--- src/rtl/addsub_serial_if.sv ---
// Operand/result handshake bundle for addsub_serial.
//   in_valid/in_ready   : operation request handshake carrying x, y and sub
//   out_valid/out_ready : result handshake carrying s and the c_out/ovf/zero/neg flags
// master: the requester (drives operands, consumes the result)
// slave : the adder/subtractor
interface addsub_serial_if #(
   parameter int unsigned WIDTH = 16
);
   logic             in_valid;
   logic             in_ready;
   logic [WIDTH-1:0] x;
   logic [WIDTH-1:0] y;
   logic             sub;
   logic             out_valid;
   logic             out_ready;
   logic [WIDTH-1:0] s;
   logic             c_out;
   logic             ovf;
   logic             zero;
   logic             neg;

   modport master (
      output in_valid, x, y, sub, out_ready,
      input  in_ready, out_valid, s, c_out, ovf, zero, neg
   );

   modport slave (
      input  in_valid, x, y, sub, out_ready,
      output in_ready, out_valid, s, c_out, ovf, zero, neg
   );
endinterface

--- src/rtl/addsub_serial.sv ---
// Digit-serial adder/subtractor. Accepts x, y and sub on the input handshake, then
// adds DIGIT bits per clock (LSB digit first) through a single DIGIT-bit carry chain,
// and presents s with carry/borrow, signed overflow, zero and negative flags on the
// output handshake. WIDTH must be an exact multiple of DIGIT.
// Ports:
//   clk   : rising-edge clock
//   rst_n : synchronous active-low reset
//   bus   : addsub_serial_if slave (in_valid/in_ready/x/y/sub, out_valid/out_ready/
//           s/c_out/ovf/zero/neg)
module addsub_serial #(
   parameter int unsigned WIDTH = 16,
   parameter int unsigned DIGIT = 4
) (
   input logic            clk,
   input logic            rst_n,
   addsub_serial_if.slave bus
);
   localparam int unsigned NSTEP = WIDTH / DIGIT;
   localparam int unsigned STEPW = (NSTEP > 1) ? $clog2(NSTEP) : 1;

   typedef enum logic [1:0] {StIdle, StRun, StDone} state_e;

   state_e           state_q;
   logic [WIDTH-1:0] a_q;
   logic [WIDTH-1:0] b_q;
   logic [WIDTH-1:0] s_q;
   logic             carry_q;
   logic             sub_q;
   logic [STEPW-1:0] step_q;
   logic             c_out_q;
   logic             ovf_q;
   logic             zero_q;
   logic             neg_q;

   logic [DIGIT-1:0] a_dig;
   logic [DIGIT-1:0] b_dig;
   logic [DIGIT-1:0] sum_dig;
   logic             carry_nxt;
   logic             carry_msb;
   logic [WIDTH-1:0] s_nxt;
   logic             last_step;

   // Digit select and result merge use constant slices per step value so the mux
   // stays a plain decode of step_q.
   always_comb begin
      a_dig = '0;
      b_dig = '0;
      for (int i = 0; i < int'(NSTEP); i++) begin
         if (step_q == STEPW'(i)) begin
            a_dig = a_q[i*DIGIT +: DIGIT];
            b_dig = b_q[i*DIGIT +: DIGIT];
         end
      end
      {carry_nxt, sum_dig} = {1'b0, a_dig} + {1'b0, b_dig} + {{DIGIT{1'b0}}, carry_q};
      s_nxt = s_q;
      for (int i = 0; i < int'(NSTEP); i++) begin
         if (step_q == STEPW'(i)) begin
            s_nxt[i*DIGIT +: DIGIT] = sum_dig;
         end
      end
      // Only meaningful on the last step: sum bit = a ^ b ^ cin, so cin recovers from it.
      carry_msb = a_q[WIDTH-1] ^ b_q[WIDTH-1] ^ sum_dig[DIGIT-1];
   end

   assign last_step = (step_q == STEPW'(NSTEP - 1));

   always_ff @(posedge clk) begin
      if (!rst_n) begin
         state_q <= StIdle;
         a_q     <= '0;
         b_q     <= '0;
         s_q     <= '0;
         carry_q <= 1'b0;
         sub_q   <= 1'b0;
         step_q  <= '0;
         c_out_q <= 1'b0;
         ovf_q   <= 1'b0;
         zero_q  <= 1'b0;
         neg_q   <= 1'b0;
      end else begin
         unique case (state_q)
            StIdle: begin
               if (bus.in_valid) begin
                  // Subtraction as x + ~y + 1: invert B and seed the carry.
                  a_q     <= bus.x;
                  b_q     <= bus.y ^ {WIDTH{bus.sub}};
                  carry_q <= bus.sub;
                  sub_q   <= bus.sub;
                  step_q  <= '0;
                  state_q <= StRun;
               end
            end
            StRun: begin
               s_q     <= s_nxt;
               carry_q <= carry_nxt;
               step_q  <= step_q + STEPW'(1);
               if (last_step) begin
                  c_out_q <= carry_nxt ^ sub_q;
                  ovf_q   <= carry_msb ^ carry_nxt;
                  zero_q  <= (s_nxt == '0);
                  neg_q   <= s_nxt[WIDTH-1];
                  state_q <= StDone;
               end
            end
            StDone: begin
               if (bus.out_ready) begin
                  state_q <= StIdle;
               end
            end
            default: state_q <= StIdle;
         endcase
      end
   end

   assign bus.in_ready  = (state_q == StIdle);
   assign bus.out_valid = (state_q == StDone);
   assign bus.s         = s_q;
   assign bus.c_out     = c_out_q;
   assign bus.ovf       = ovf_q;
   assign bus.zero      = zero_q;
   assign bus.neg       = neg_q;
endmodule

--- src/flat_wrapper.sv ---
// flat-port wrapper written by rule: the top's interface ports become plain ports
module addsub_serial_flat 
#(
   parameter int unsigned WIDTH = 16,
   parameter int unsigned DIGIT = 4
)
  (clk, rst_n, bus_in_valid, bus_x, bus_y, bus_sub, bus_out_ready, bus_in_ready, bus_out_valid, bus_s, bus_c_out, bus_ovf, bus_zero, bus_neg);
  addsub_serial_if #(.WIDTH(WIDTH)) bus_i ();
  input logic clk;
  input logic rst_n;
  input wire logic [$bits(bus_i.in_valid)-1:0] bus_in_valid;
  input wire logic [$bits(bus_i.x)-1:0] bus_x;
  input wire logic [$bits(bus_i.y)-1:0] bus_y;
  input wire logic [$bits(bus_i.sub)-1:0] bus_sub;
  input wire logic [$bits(bus_i.out_ready)-1:0] bus_out_ready;
  output wire logic [$bits(bus_i.in_ready)-1:0] bus_in_ready;
  output wire logic [$bits(bus_i.out_valid)-1:0] bus_out_valid;
  output wire logic [$bits(bus_i.s)-1:0] bus_s;
  output wire logic [$bits(bus_i.c_out)-1:0] bus_c_out;
  output wire logic [$bits(bus_i.ovf)-1:0] bus_ovf;
  output wire logic [$bits(bus_i.zero)-1:0] bus_zero;
  output wire logic [$bits(bus_i.neg)-1:0] bus_neg;
  assign bus_i.in_valid = bus_in_valid;
  assign bus_i.x = bus_x;
  assign bus_i.y = bus_y;
  assign bus_i.sub = bus_sub;
  assign bus_i.out_ready = bus_out_ready;
  assign bus_in_ready = bus_i.in_ready;
  assign bus_out_valid = bus_i.out_valid;
  assign bus_s = bus_i.s;
  assign bus_c_out = bus_i.c_out;
  assign bus_ovf = bus_i.ovf;
  assign bus_zero = bus_i.zero;
  assign bus_neg = bus_i.neg;
  addsub_serial #(.WIDTH(WIDTH), .DIGIT(DIGIT)) u_core (.clk(clk), .rst_n(rst_n), .bus(bus_i));
endmodule
--- config.mk ---
export PLATFORM = sky130hd
export DESIGN_NAME = addsub_serial_flat
export DESIGN_NICKNAME = d
export VERILOG_FILES = /design/src/rtl/addsub_serial_if.sv /design/src/rtl/addsub_serial.sv /design/src/flat_wrapper.sv
export SDC_FILE = /design/constraint.sdc
export NUM_CORES = 1
export LEC_CHECK = 0
export CAP_MARGIN = 20
export CELL_PAD_IN_SITES_DETAIL_PLACEMENT = 0
export CELL_PAD_IN_SITES_GLOBAL_PLACEMENT = 2
export CORE_ASPECT_RATIO = 0.75
export CORE_MARGIN = 4
export CORE_UTILIZATION = 34
export CTS_BUF_LIST = sky130_fd_sc_hd__clkbuf_4
export DETAILED_ROUTE_END_ITERATION = 10
export HOLD_SLACK_MARGIN = 0.08
export PLACE_DENSITY = 0.86
export SYNTH_ARGS = -nofsm -noshare
export SYNTH_HDL_FRONTEND = slang
export SYNTH_SLANG_ARGS = --single-unit
--- constraint.sdc ---
create_clock -name clk -period 9.55 [get_ports clk]
set_input_delay 1.91 -clock clk [delete_from_list [all_inputs] [get_ports clk]]
set_output_delay 1.91 -clock clk [all_outputs]
set_load 0.05 [all_outputs]
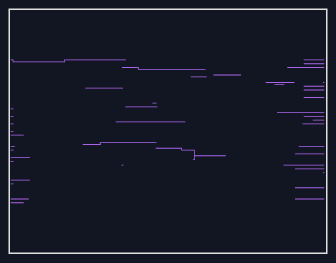
Figure 1: M3 wires.
share of all routed wire: 5.8%
wire length on this layer: 393 um
longest straight run: 24.8 um

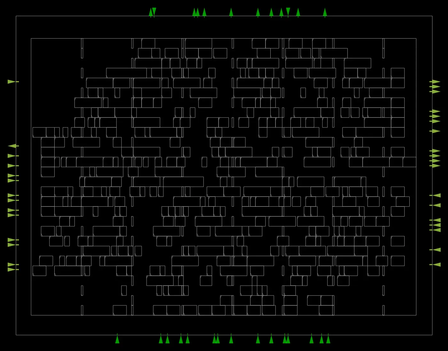
Figure 2: cell placement.
non-filler instance count after layout: 493
Filler cells: 811
Core Footprint: 8060 sq um

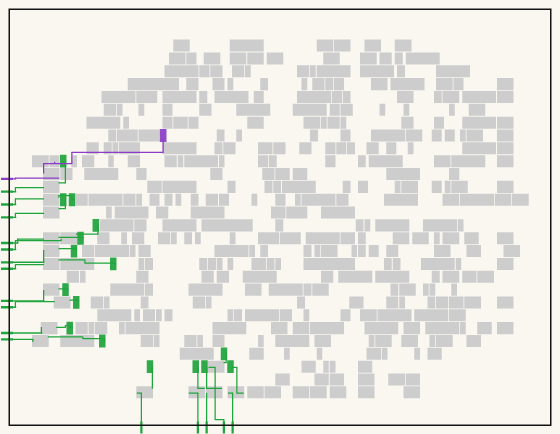
Figure 3: nets reached from selected ports.
| port | color | bits | direction | end cells | buffers | wire |
|---|---|---|---|---|---|---|
| bus_in_ready | purple | 1 | output | 1 | 1 | 42.8 um |
| bus_x | green | 16 | input | 16 | 16 | 227 um |

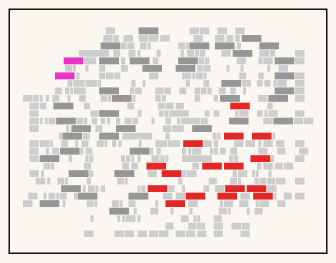
Figure 4: sequential cells grouped by signal name.
| name in the netlist | color | sequential cells |
|---|---|---|
| u_core.step_q | magenta | 2 |
| u_core.b_q | red | 16 |

==> changes_impl.md <==
## Flow update

- Reported net switching power: around 0.16 mW
- Cell type group with the largest total delay on the critical path: buffers and inverters
- Post-CTS resize count: 0
- Clk network pwr share: 37.6%
- Worst Path Buf+Inv: 1
- Capturing element of the worst setup path: bus_in_ready
- Floorplan row count: 28
- Worst flop-to-flop path endpoint: u_core.bus.zero
- Setup violations, final: 0
- Reg2reg setup slack: 5.94 ns
- Via count: 2430
- TritonCTS clock tree: done
- Top cell excl fill/tap: sky130_fd_sc_hd__nand2_1
- Chain of cells forming the critical path: nor2_1, clkdlybuf4s50_1
- Final standard cell utilization of the core: 45.7%
- Worst skew pair latency: 0.40 ns
- Worst endpoint required time: 7.64 ns
- Final hold viol count: 0
- Antenna diode count: 0
- Cell total after placement: 477
- Power consumed by combinational cells: 0.112 mW
- Final critical path time including I/O delays and setup: approximately 3.7 ns
- Multi-input combinational cell area: 1600 sq um
- Dominant register cell in the synthesized netlist: sky130_fd_sc_hd__dfxtp_1
- Area-dominant cell class after layout: logic gates
- Stages on the worst setup path: 2
- Clock sinks: between 50 and 60
- Gpl congestion: 0.804
- Postcts setup bufs: 0
- Signed area change from the synthesized netlist to the final layout: 27.5%
- Status: completed
- Critical path endpoint category: primary output
- Post-place instance area: 3500 sq um
- Die X: 114 um
- Post-route setup slack: 5.83 ns
- Launch instance of the worst min-delay path: u_core.bus.s[15]
sequential cells by signal, indices dropped and copies added (netlist names):
name	flops
u_core.sub_q	1
u_core.bus.c_out	1
u_core.a_q	16
u_core.bus.s	16
u_core.state_q	2
u_core.bus.ovf	1
u_core.carry_q	1
u_core.bus.neg	1
u_core.step_q	2
u_core.bus.zero	1
u_core.b_q	16
metal layers:
layer / vias up / part of all wire (%)
met2: 51 / 42
met4: 0 / 0.78
met5: - / 0
li1: 1254 / -
met1: 1117 / 51
met3: 8 / 5.8
kinds of logic after synthesis:
group                    after synthesis  synth area share (%)
AND-OR/OR-AND                         90                  23.2
XOR/XNOR                              18                  5.46
adder cells (fa/ha/maj)                9                  4.42
buffers and inverters                 31                  4.42
flip-flops                            58                  40.2
multiplexers                           3                  1.04
AND/OR/NAND/NOR                      130                  21.2
No activity file was given, so power comes from the tool's default toggle rates.
